run_1/met1.png
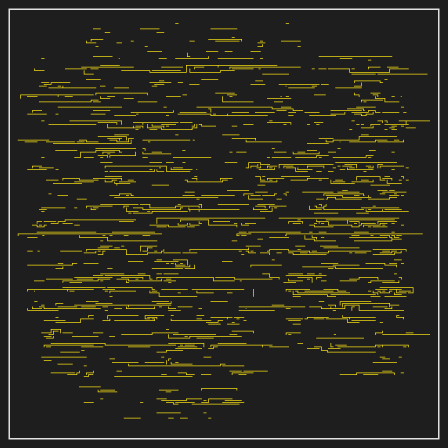
run_1/final_congestion.png
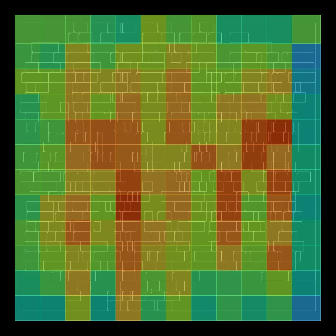
run_1/registers.png
Other sequential cells in the stronger grey, the rest of the logic in the fainter grey.
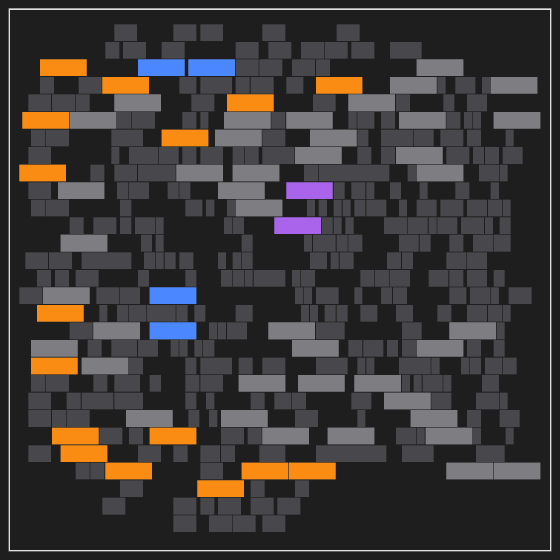
run_1/clock_map.png
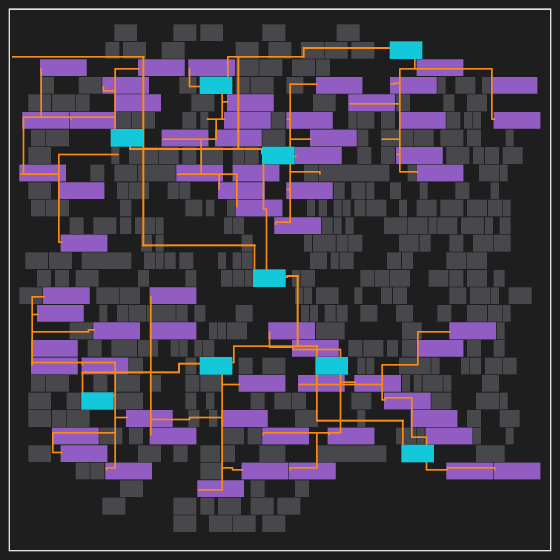
===== config.mk =====
export PLATFORM = sky130hd
export DESIGN_NAME = seven_seg_scan_ctrl_flat
export DESIGN_NICKNAME = d
export VERILOG_FILES = /design/src/rtl/seven_seg_pkg.sv /design/src/rtl/seven_seg_scan_ctrl_if.sv /design/src/rtl/scan_slot_timer.sv /design/src/rtl/seven_seg_scan_ctrl.sv /design/src/flat_wrapper.sv
export SDC_FILE = /design/constraint.sdc
export NUM_CORES = 1
export LEC_CHECK = 0
export CAP_MARGIN = 25
export CORE_UTILIZATION = 46
export DETAILED_ROUTE_END_ITERATION = 8
export PLACE_DENSITY = 0.67
export SLEW_MARGIN = 20
export SYNTH_ARGS = -nofsm -noshare
export SYNTH_HDL_FRONTEND = slang
export SYNTH_HIERARCHICAL = 1
export SYNTH_SLANG_ARGS = --single-unit

===== constraint.sdc =====
create_clock -name clk -period 4.8 [get_ports clk]
set_input_delay 0.96 -clock clk [delete_from_list [all_inputs] [get_ports clk]]
set_output_delay 0.96 -clock clk [all_outputs]
set_load 0.01 [all_outputs]

===== src/rtl/seven_seg_pkg.sv =====
// rtl/seven_seg_pkg.sv - shared constants and types for the seven-segment scan controller
package seven_seg_pkg;

    localparam int BCD_W = 4;
    localparam logic [BCD_W-1:0] BCD_BLANK = 4'hF;

    typedef enum logic [1:0] {
        ST_OFF   = 2'd0,
        ST_BLANK = 2'd1,
        ST_SHOW  = 2'd2
    } scan_state_t;

    // A single digit still needs a one-bit index register.
    function automatic int idx_width(input int n);
        return (n > 1) ? $clog2(n) : 1;
    endfunction

endpackage


===== src/rtl/seven_seg_scan_ctrl_if.sv =====
// rtl/seven_seg_scan_ctrl_if.sv - load handshake and display drive bundle for the scan controller
interface seven_seg_scan_ctrl_if
    import seven_seg_pkg::*;
#(
    parameter int NUM_DIGITS = 4
) ();

    logic                        enable;
    logic [BCD_W*NUM_DIGITS-1:0] digits_in;
    logic                        load;
    logic                        load_ack;
    logic [BCD_W-1:0]            bcd_out;
    logic [NUM_DIGITS-1:0]       digit_en_n;
    logic                        frame_done;

    modport master (
        output enable,
        output digits_in,
        output load,
        input  load_ack,
        input  bcd_out,
        input  digit_en_n,
        input  frame_done
    );

    modport slave (
        input  enable,
        input  digits_in,
        input  load,
        output load_ack,
        output bcd_out,
        output digit_en_n,
        output frame_done
    );

endinterface


===== src/rtl/scan_slot_timer.sv =====
// rtl/scan_slot_timer.sv - per-slot cycle counter with digit index wrap
module scan_slot_timer
    import seven_seg_pkg::*;
#(
    parameter  int NUM_DIGITS = 4,
    parameter  int TICK_DIV   = 50000,
    parameter  int BLANK_CYC  = 16,
    localparam int CW         = $clog2(TICK_DIV),
    localparam int IW         = idx_width(NUM_DIGITS)
) (
    input  logic          clk,
    input  logic          resetn,
    input  logic          clear,
    input  logic          advance,
    output logic [IW-1:0] idx_nxt,
    output logic          in_blank,
    output logic          slot_end,
    output logic          frame_end
);

    logic [CW-1:0] cnt_q;
    logic [CW-1:0] cnt_d;
    logic [IW-1:0] idx_q;

    // in_blank and frame_end describe the coming cycle so the parent can
    // register its outputs; slot_end describes the current cycle.
    always_comb begin
        cnt_d   = cnt_q;
        idx_nxt = idx_q;
        if (clear) begin
            cnt_d   = '0;
            idx_nxt = '0;
        end else if (advance) begin
            if (cnt_q == CW'(TICK_DIV - 1)) begin
                cnt_d   = '0;
                idx_nxt = (idx_q == IW'(NUM_DIGITS - 1)) ? '0 : idx_q + 1'b1;
            end else begin
                cnt_d = cnt_q + 1'b1;
            end
        end
        slot_end  = (cnt_q == CW'(TICK_DIV - 1));
        in_blank  = (cnt_d < CW'(BLANK_CYC));
        frame_end = (cnt_d == CW'(TICK_DIV - 1)) && (idx_nxt == IW'(NUM_DIGITS - 1));
    end

    always_ff @(posedge clk) begin
        if (!resetn) begin
            cnt_q <= '0;
            idx_q <= '0;
        end else begin
            cnt_q <= cnt_d;
            idx_q <= idx_nxt;
        end
    end

endmodule


===== src/rtl/seven_seg_scan_ctrl.sv =====
// rtl/seven_seg_scan_ctrl.sv - multiplexed common-anode digit scanner with frame-synchronous load
module seven_seg_scan_ctrl
    import seven_seg_pkg::*;
#(
    parameter int NUM_DIGITS = 4,
    parameter int TICK_DIV   = 50000,
    parameter int BLANK_CYC  = 16,
    parameter int LZ_BLANK   = 1
) (
    input  logic                 clk,
    input  logic                 resetn,
    seven_seg_scan_ctrl_if.slave bus
);

    localparam int IW = idx_width(NUM_DIGITS);
    localparam int DW = BCD_W * NUM_DIGITS;

    scan_state_t           state_q;
    scan_state_t           state_d;
    logic [DW-1:0]         shadow_q;
    logic [DW-1:0]         shadow_d;
    logic [DW-1:0]         pend_q;
    logic                  pend_flag_q;
    logic                  pend_nxt;
    logic                  xfer;
    logic [IW-1:0]         idx_nxt;
    logic                  in_blank;
    logic                  slot_end;
    logic                  frame_end;
    logic [NUM_DIGITS-1:0] lz_mask;
    logic                  lead_zero;
    logic [BCD_W-1:0]      bcd_d;
    logic [BCD_W-1:0]      bcd_q;
    logic [NUM_DIGITS-1:0] en_n_d;
    logic [NUM_DIGITS-1:0] en_n_q;
    logic                  fd_d;
    logic                  fd_q;
    logic                  ack_d;
    logic                  ack_q;

    scan_slot_timer #(
        .NUM_DIGITS (NUM_DIGITS),
        .TICK_DIV   (TICK_DIV),
        .BLANK_CYC  (BLANK_CYC)
    ) u_timer (
        .clk       (clk),
        .resetn    (resetn),
        .clear     (!bus.enable),
        .advance   (state_q != ST_OFF),
        .idx_nxt   (idx_nxt),
        .in_blank  (in_blank),
        .slot_end  (slot_end),
        .frame_end (frame_end)
    );

    always_comb begin
        state_d = state_q;
        case (state_q)
            ST_OFF:   state_d = ST_BLANK;
            ST_BLANK: if (!in_blank) state_d = ST_SHOW;
            ST_SHOW:  if (slot_end) state_d = ST_BLANK;
            default:  state_d = ST_OFF;
        endcase
        if (!bus.enable) begin
            state_d = ST_OFF;
        end
    end

    // The ack of the current cycle marks the transfer that happens at its end;
    // a LOAD landing on that same edge becomes the next pending value.
    always_comb begin
        xfer     = ack_q;
        shadow_d = xfer ? pend_q : shadow_q;
        pend_nxt = bus.load || (pend_flag_q && !xfer);
        fd_d     = (state_d == ST_SHOW) && frame_end;
        ack_d    = pend_nxt && (fd_d || (state_d == ST_OFF));
    end

    always_comb begin
        lz_mask   = '0;
        lead_zero = 1'b1;
        for (int k = NUM_DIGITS - 1; k >= 0; k--) begin
            lead_zero  = lead_zero && (shadow_d[BCD_W*k +: BCD_W] == '0);
            lz_mask[k] = lead_zero && (k != 0) && (LZ_BLANK != 0);
        end
    end

    // BCD is presented during BLANK too, so the decoder has settled before the anode turns on.
    always_comb begin
        bcd_d  = BCD_BLANK;
        en_n_d = '1;
        if (state_d != ST_OFF) begin
            for (int k = 0; k < NUM_DIGITS; k++) begin
                if (idx_nxt == IW'(k)) begin
                    bcd_d = lz_mask[k] ? BCD_BLANK : shadow_d[BCD_W*k +: BCD_W];
                    if (state_d == ST_SHOW) begin
                        en_n_d[k] = 1'b0;
                    end
                end
            end
        end
    end

    always_ff @(posedge clk) begin
        if (!resetn) begin
            state_q     <= ST_OFF;
            shadow_q    <= '0;
            pend_q      <= '0;
            pend_flag_q <= 1'b0;
            bcd_q       <= BCD_BLANK;
            en_n_q      <= '1;
            fd_q        <= 1'b0;
            ack_q       <= 1'b0;
        end else begin
            state_q     <= state_d;
            shadow_q    <= shadow_d;
            if (bus.load) begin
                pend_q <= bus.digits_in;
            end
            pend_flag_q <= pend_nxt;
            bcd_q       <= bcd_d;
            en_n_q      <= en_n_d;
            fd_q        <= fd_d;
            ack_q       <= ack_d;
        end
    end

    assign bus.bcd_out    = bcd_q;
    assign bus.digit_en_n = en_n_q;
    assign bus.frame_done = fd_q;
    assign bus.load_ack   = ack_q;

endmodule


===== src/flat_wrapper.sv =====
// flat-port wrapper written by rule: the top's interface ports become plain ports
module seven_seg_scan_ctrl_flat import seven_seg_pkg::*;
#(
    parameter int NUM_DIGITS = 4,
    parameter int TICK_DIV   = 50000,
    parameter int BLANK_CYC  = 16,
    parameter int LZ_BLANK   = 1
)
  (clk, resetn, bus_enable, bus_digits_in, bus_load, bus_load_ack, bus_bcd_out, bus_digit_en_n, bus_frame_done);
  seven_seg_scan_ctrl_if #(.NUM_DIGITS(NUM_DIGITS)) bus_i ();
  input  logic clk;
  input  logic resetn;
  input wire logic [$bits(bus_i.enable)-1:0] bus_enable;
  input wire logic [$bits(bus_i.digits_in)-1:0] bus_digits_in;
  input wire logic [$bits(bus_i.load)-1:0] bus_load;
  output wire logic [$bits(bus_i.load_ack)-1:0] bus_load_ack;
  output wire logic [$bits(bus_i.bcd_out)-1:0] bus_bcd_out;
  output wire logic [$bits(bus_i.digit_en_n)-1:0] bus_digit_en_n;
  output wire logic [$bits(bus_i.frame_done)-1:0] bus_frame_done;
  assign bus_i.enable = bus_enable;
  assign bus_i.digits_in = bus_digits_in;
  assign bus_i.load = bus_load;
  assign bus_load_ack = bus_i.load_ack;
  assign bus_bcd_out = bus_i.bcd_out;
  assign bus_digit_en_n = bus_i.digit_en_n;
  assign bus_frame_done = bus_i.frame_done;
  seven_seg_scan_ctrl #(.NUM_DIGITS(NUM_DIGITS), .TICK_DIV(TICK_DIV), .BLANK_CYC(BLANK_CYC), .LZ_BLANK(LZ_BLANK)) u_core (.clk(clk), .resetn(resetn), .bus(bus_i));
endmodule

==> reports/qor.csv, run 1 <==
metric,value,unit
worst_clock_skew,0.00707,ns
numPortBuffers,29,
timing.rr.start,u_core/u_timer/cnt_q[0],
timing.fmax,0.304,GHz
status,completed,
tool_warnings,26,
aoi_share,0.0875,
h-tree-depth,3,
crit_fanout,13,
p_seq,550,uW
drv_slew,0,
top_logic_kind,simple AND/OR/NAND/NOR gates,
fp_util,0.482,
synth-async-reset-ratio,0,
top_area_frac,0.410,
maxCapViolations,0,
fillers,587,
ys_sh_simple,0.297,
endpoint,u_core/bus.bcd_out[2],
clock.latency.late_pin,0.34,ns
grt_antenna_before_repair,0,
drtPass1Iterations,4,
syn_area,3080,um2
worst_path_max_delay_cell,nor2_1,
setup-tns-final,0,ns
critPathMaxStageDelay,0.62,ns
hold_buffers,0,
xor_share,0.0399,
top_cell,dfxtp_1,
yosysTopAreaCell,dfxtp_1,
internal_power,909,uW
die_w,83.8,um
critPathLaunchType,register,
reg2reg_to,u_core/bus.bcd_out[2],
finalWeightedCongestion,0.909,
clkTransAtPathRegs,0.06,ns
synth_seq_share,0.410,
irDropWorstVdd,0.242,mV
design_area,3610,um2
setup_viol,0,
drt_iter0_drc,62,
dieHeight,83.8,um
synth_cell_types,55,
path_buffers,1,
num_vias,2453,
worstSetupPathDepth,10,
cp_cell_sequence,ha_1 -> and4_1 -> nand4_1 -> nor3_1 -> a21oi_1 -> nor2_1 -> inv_1 -> nor2_1 -> nor4b_1 -> a21oi_1,
crit_arrival,3.50,ns
path_class,register to register,
core-area,6390,um2
p_clk,506,uW
cts.sinks,63,
avgSynthCellArea,9.07,um2
dp_slack,1.55,ns
ys_sh_mux,0.115,
whs,0.523,ns
drc_errors,0,
ys_top_cells_by_area,"dfxtp_1 41%, mux2i_1 10%, nor2b_1 6.7%",
setup_slack,1.51,ns
finalNetCount,385,
timing_hold_violations_final,0,
layout_top_cell,dfxtp_1,
ys_area,3080,um2
p_switching,245,uW
tightest_slew,0.794,ns
reg.largest.list,"u_core/pend_q (16), u_core/shadow_q (16), u_core/u_timer/cnt_q (16)",
p_comb,97.5,uW
adder_share,0.00814,
min_to,u_core/pend_q[0],
r2r_cells,10,
max_slew_margin,0.469,
netlist_instances,339,
cellPowerDensity,320,nW/um2
power.group.top,registers,
die_area,7020,um2
clockBufferDepth,2,
grt_pass1_vias,2334,
drive_gt1_frac,0.0951,
critPathLaunch,u_core/u_timer/cnt_q[0],
cp-end-kind,register,
post_cts_resized,0,
grt-ovfl-total,0,
min_from,u_core/pend_q[0],
top_cells_by_count,"63 x dfxtp_1, 34 x nor2_1, 33 x nor2b_1",
ys_warn_count,6,
About met1.png:
longest straight run	28.1 um
nets with wire on the layer	357

About final_congestion.png:
GRT met3 Usage: 0.0663
met1 Resource Use GR: 0.229
gr usage total: 0.200

About registers.png:
colour	signal	sequential cells
orange	`u_core/pend_q`	16
blue	`u_core/bus.bcd_out`	4
purple	`u_core/state_q`	2
not coloured	41

About clock_map.png:
[orange] clock wires | length: 732 um
[cyan] cells driving clock nets | count: 9
[purple] flip-flops | count: 63
flops lie	all over the die

run 1: routing by layer:
metal / vias up / share of wire / global-route usage
li1: 1249 / - / -
met2: 34 / 0.51 / 0.347
met1: 1162 / 0.45 / 0.229
met4: 0 / 0.012 / 0.0709
met5: - / 0 / 0
met3: 8 / 0.029 / 0.0663
run 1: cell type report:
class / count / area [um2] / area share
clock buffer: 13 / 159 / 0.0440
clock inverter: 3 / 65.1 / 0.0180
inverter: 6 / 22.5 / 0.00624
multi-input combinational: 250 / 1680 / 0.467
sequential: 63 / 1260 / 0.350
tap: 77 / 96.3 / 0.0267
timing repair buffer: 33 / 320 / 0.0888
run 1: cells by family after synthesis:
family / Yosys count
and+or+nand+nor: 160
adders and majority gates: 2
muxes: 35
DFF: 63
buffers and inverters: 26
xor gates and xnor gates: 14
AOI/OAI and AO/OA: 39
==> run 1 -> run 2 <==
- PLACE_DENSITY: 0.67 -> 0.7
- clock period: 4.8 -> 2.67 ns (I/O delays scaled with it)
==> run 2 against run 1 <==
  * First-iteration DRC count grew 26%
  * Utilization grew 3.8 points
  * Setup slack worse by 1.4 ns
  * Clock skew increased by 0.0036 ns
  * Non-clock buffer count up 25
  * Largest cell class unchanged
  * Highest routed layer unchanged
==> reports/qor.csv, run 2 <==
metric,value,unit
num_vias,2578,
drc_errors,0,
syn_area,3080,um2
nonClkBufAreaFrac,0.132,
dieHeight,83.8,um
crit_fanout,13,
n_clock_buffer,10,
dp_slack,0.0539,ns
maxCapViolations,0,
status,completed,
drv_slew,0,
critPathMaxStageDelay,0.33,ns
ys_top_cells_by_area,"dfxtp_1 41%, mux2i_1 10%, nor2b_1 6.7%",
die_area,7020,um2
yosysTopAreaCell,dfxtp_1,
crit_arrival,2.76,ns
cp_cell_sequence,buf_4 -> nor4b_1 -> nand4_1 -> buf_4 -> mux2i_1 -> nor2_1 -> buf_4 -> nor2_1 -> nand2_1 -> nor3_1 -> o211ai_2,
critPathLaunch,u_core/u_timer/cnt_q[5],
track_usage,0.197,
numPortBuffers,29,
cellPowerDensity,538,nW/um2
setup_slack,0.126,ns
timing.fmax,0.393,GHz
largest_cell_class,combinational gates,
finalWeightedCongestion,0.948,
synth_seq_share,0.410,
design_area,3850,um2
grt_antenna_before_repair,0,
tightest_slew,0.514,ns
timing.rr.start,u_core/u_timer/cnt_q[5],
top_area_frac,0.410,
path_buffers,3,
taps,77,
comb.multi_input.count,250,
avgSynthCellArea,9.07,um2
timing_hold_violations_final,0,
layout_top_cell,dfxtp_1,
irDropWorstVdd,0.380,mV
endpoint,u_core/bus.bcd_out[3],
ys_area,3080,um2
clkCellAreaFrac,0.0572,
-- run 2: cell counts after synthesis --
No cell type changed its count.
-- run 2: routing by layer --
layer	global-route usage	up-vias	wire length [um]
li1	-	1294	-
met5	0	-	0
met1	0.209	1201	2870
met3	0.0544	16	291
met2	0.350	67	3500
met4	0.116	0	184
-- run 2: power by group --
group	internal [mW]	switching, mW	leakage (nW)	total [mW]
Sequential	0.967	0.0207	0.513	0.988
Combinational	0.0960	0.0874	0.802	0.183
Clock	0.545	0.357	0.101	0.902
-- run 2: cells by family (layout without fill, tap and decap cells) --
group	Yosys count	count (layout)	synth area share
and+or+nand+nor	160	160	0.297
DFF	63	63	0.410
AOI/OAI and AO/OA	39	39	0.0875
muxes	35	35	0.115
buffers and inverters	26	79	0.0423
xor gates and xnor gates	14	14	0.0399
adders and majority gates	2	2	0.00814
run_2/clock_map.png
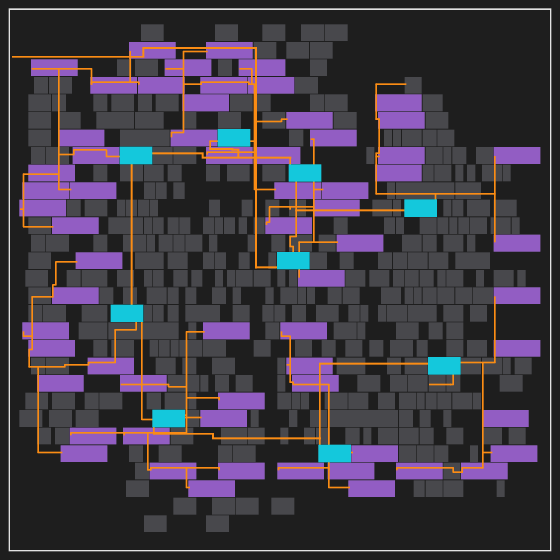
[cyan] cells driving clock nets | count: 9
[purple] flip-flops | count: 63
[orange] clock wires | length: 755 um
routed clock nets	10

==> run 2 -> run 3 <==
- ABC_AREA: not set -> 1
- CAP_MARGIN: 25 -> 15
==> run 3 against run 2 <==
  * Sequential share of layout area increased by 0.92 points
  * Clock power down 25%
  * Setup slack better by 0.12 ns
  * Utilization is 4.9 points lower
  * Flip-flop count unchanged
  * Largest cell class unchanged
  * First-iteration DRC count increased by 140%
  * Sequential power about the same
  * Maximum frequency is 4.9% higher
  * Final cell count increased by 25%
  * Clock skew is 0.0043 ns lower
  * Critical path depth grew 4
==> reports/qor.csv, run 3 <==
metric,value,unit
status,completed,
power.group.top,registers,
grt_use_met3,0.0370,
p_clk,678,uW
clockBufferDepth,2,
p_comb,231,uW
cp_cell_sequence,ha_1 -> nand2_1 -> nor2_2 -> and2_4 -> nand2_1 -> nand2_1 -> nand3_2 -> nand2_1 -> nor2_1 -> nand2_1 -> nor2_1 -> o21ai_0 -> nand2_1 -> nor2_2 -> nand3_1,
reg2reg_to,u_core/bus.digit_en_n[0],
synth_seq_share,0.394,
grt_antenna_before_repair,0,
cp-end-kind,register,
tool_warnings,26,
yosysTopAreaCell,dfxtp_1,
avgSynthCellArea,6.85,um2
busiest_layer,met2,
drc_errors,0,
tightest_slew,0.549,ns
timing_hold_violations_final,0,
maxCapViolations,0,
ys_area,3200,um2
layout_top_cell,nand2_1,
path_buffers,0,
core-area,6760,um2
synth-async-reset-ratio,0,
die_w,85.4,um
drtPass1Iterations,4,
synth_cell_types,36,
whs,0.451,ns
clkPwrFrac,0.357,
top_cells_by_count,"118 x nand2_1, 76 x nor2_1, 63 x dfxtp_1",
drv_slew,0,
critPathLaunch,u_core/u_timer/cnt_q[1],
finalWeightedCongestion,0.890,
dieHeight,85.4,um
timing.fmax,0.412,GHz
clock.latency.late_pin,0.33,ns
worst_path_max_delay_cell,dfxtp_1,
die_area,7290,um2
worstSetupPathDepth,15,
adder_share,0.00782,
ys_sh_mux,0.0125,
==> run 3: cell type report <==
| class | count | area (um2) | area share |
|---|---|---|---|
| tap | 80 | 100 | 0.0267 |
| clock inverter | 2 | 10.0 | 0.00267 |
| sequential | 63 | 1260 | 0.337 |
| multi-input combinational | 329 | 1630 | 0.434 |
| timing repair buffer | 39 | 365 | 0.0976 |
| clock buffer | 11 | 141 | 0.0378 |
| inverter | 63 | 241 | 0.0645 |
==> run 3: routing by layer <==
layer  vias up  routed length (um)
met5         -                   0
met4         0                 112
met3         8                 282
met2        56                3120
met1      1298                3680
li1       1537                   -
==> run 3: repair_timing <==
item | CTS | global route
endpoints found under the setup margin | 0 | 7
hold buffers | 0 | 0
resized | 0 | 2
run_3/met1.png
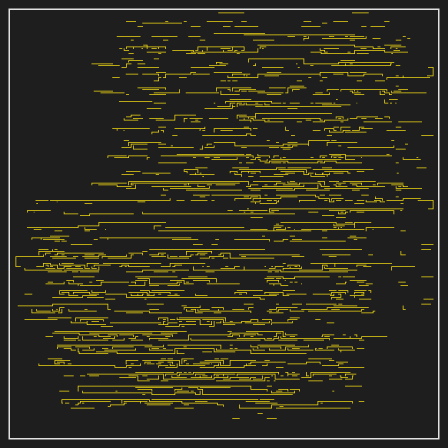
met1 Resource Use GR: 0.295
vias: 2899
DRT Wirelength: 7190 um


==> gallery <==
I/O nets highlighted.
The bar under the picture is 20 um long.
Plate I
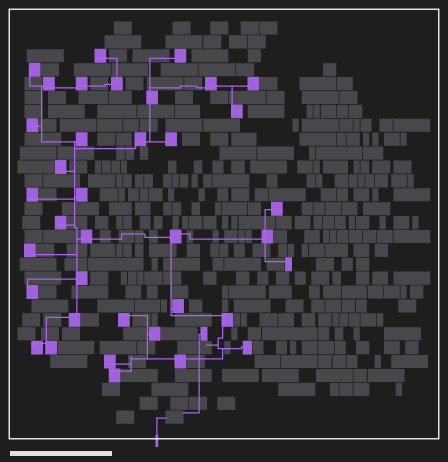
Plate II
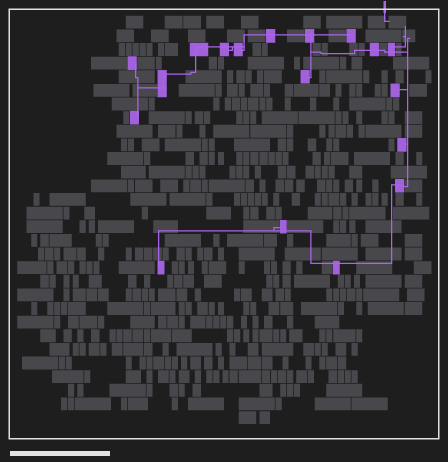
Plate III
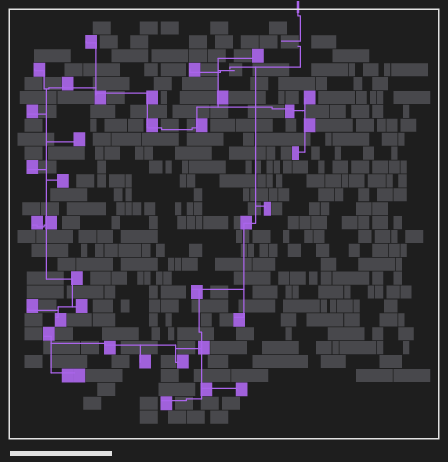
Plate I -> run 2
Plate III -> run 1
Plate II -> run 3
Of these, most cells: Plate II

Power and IR drop assume default switching activity.
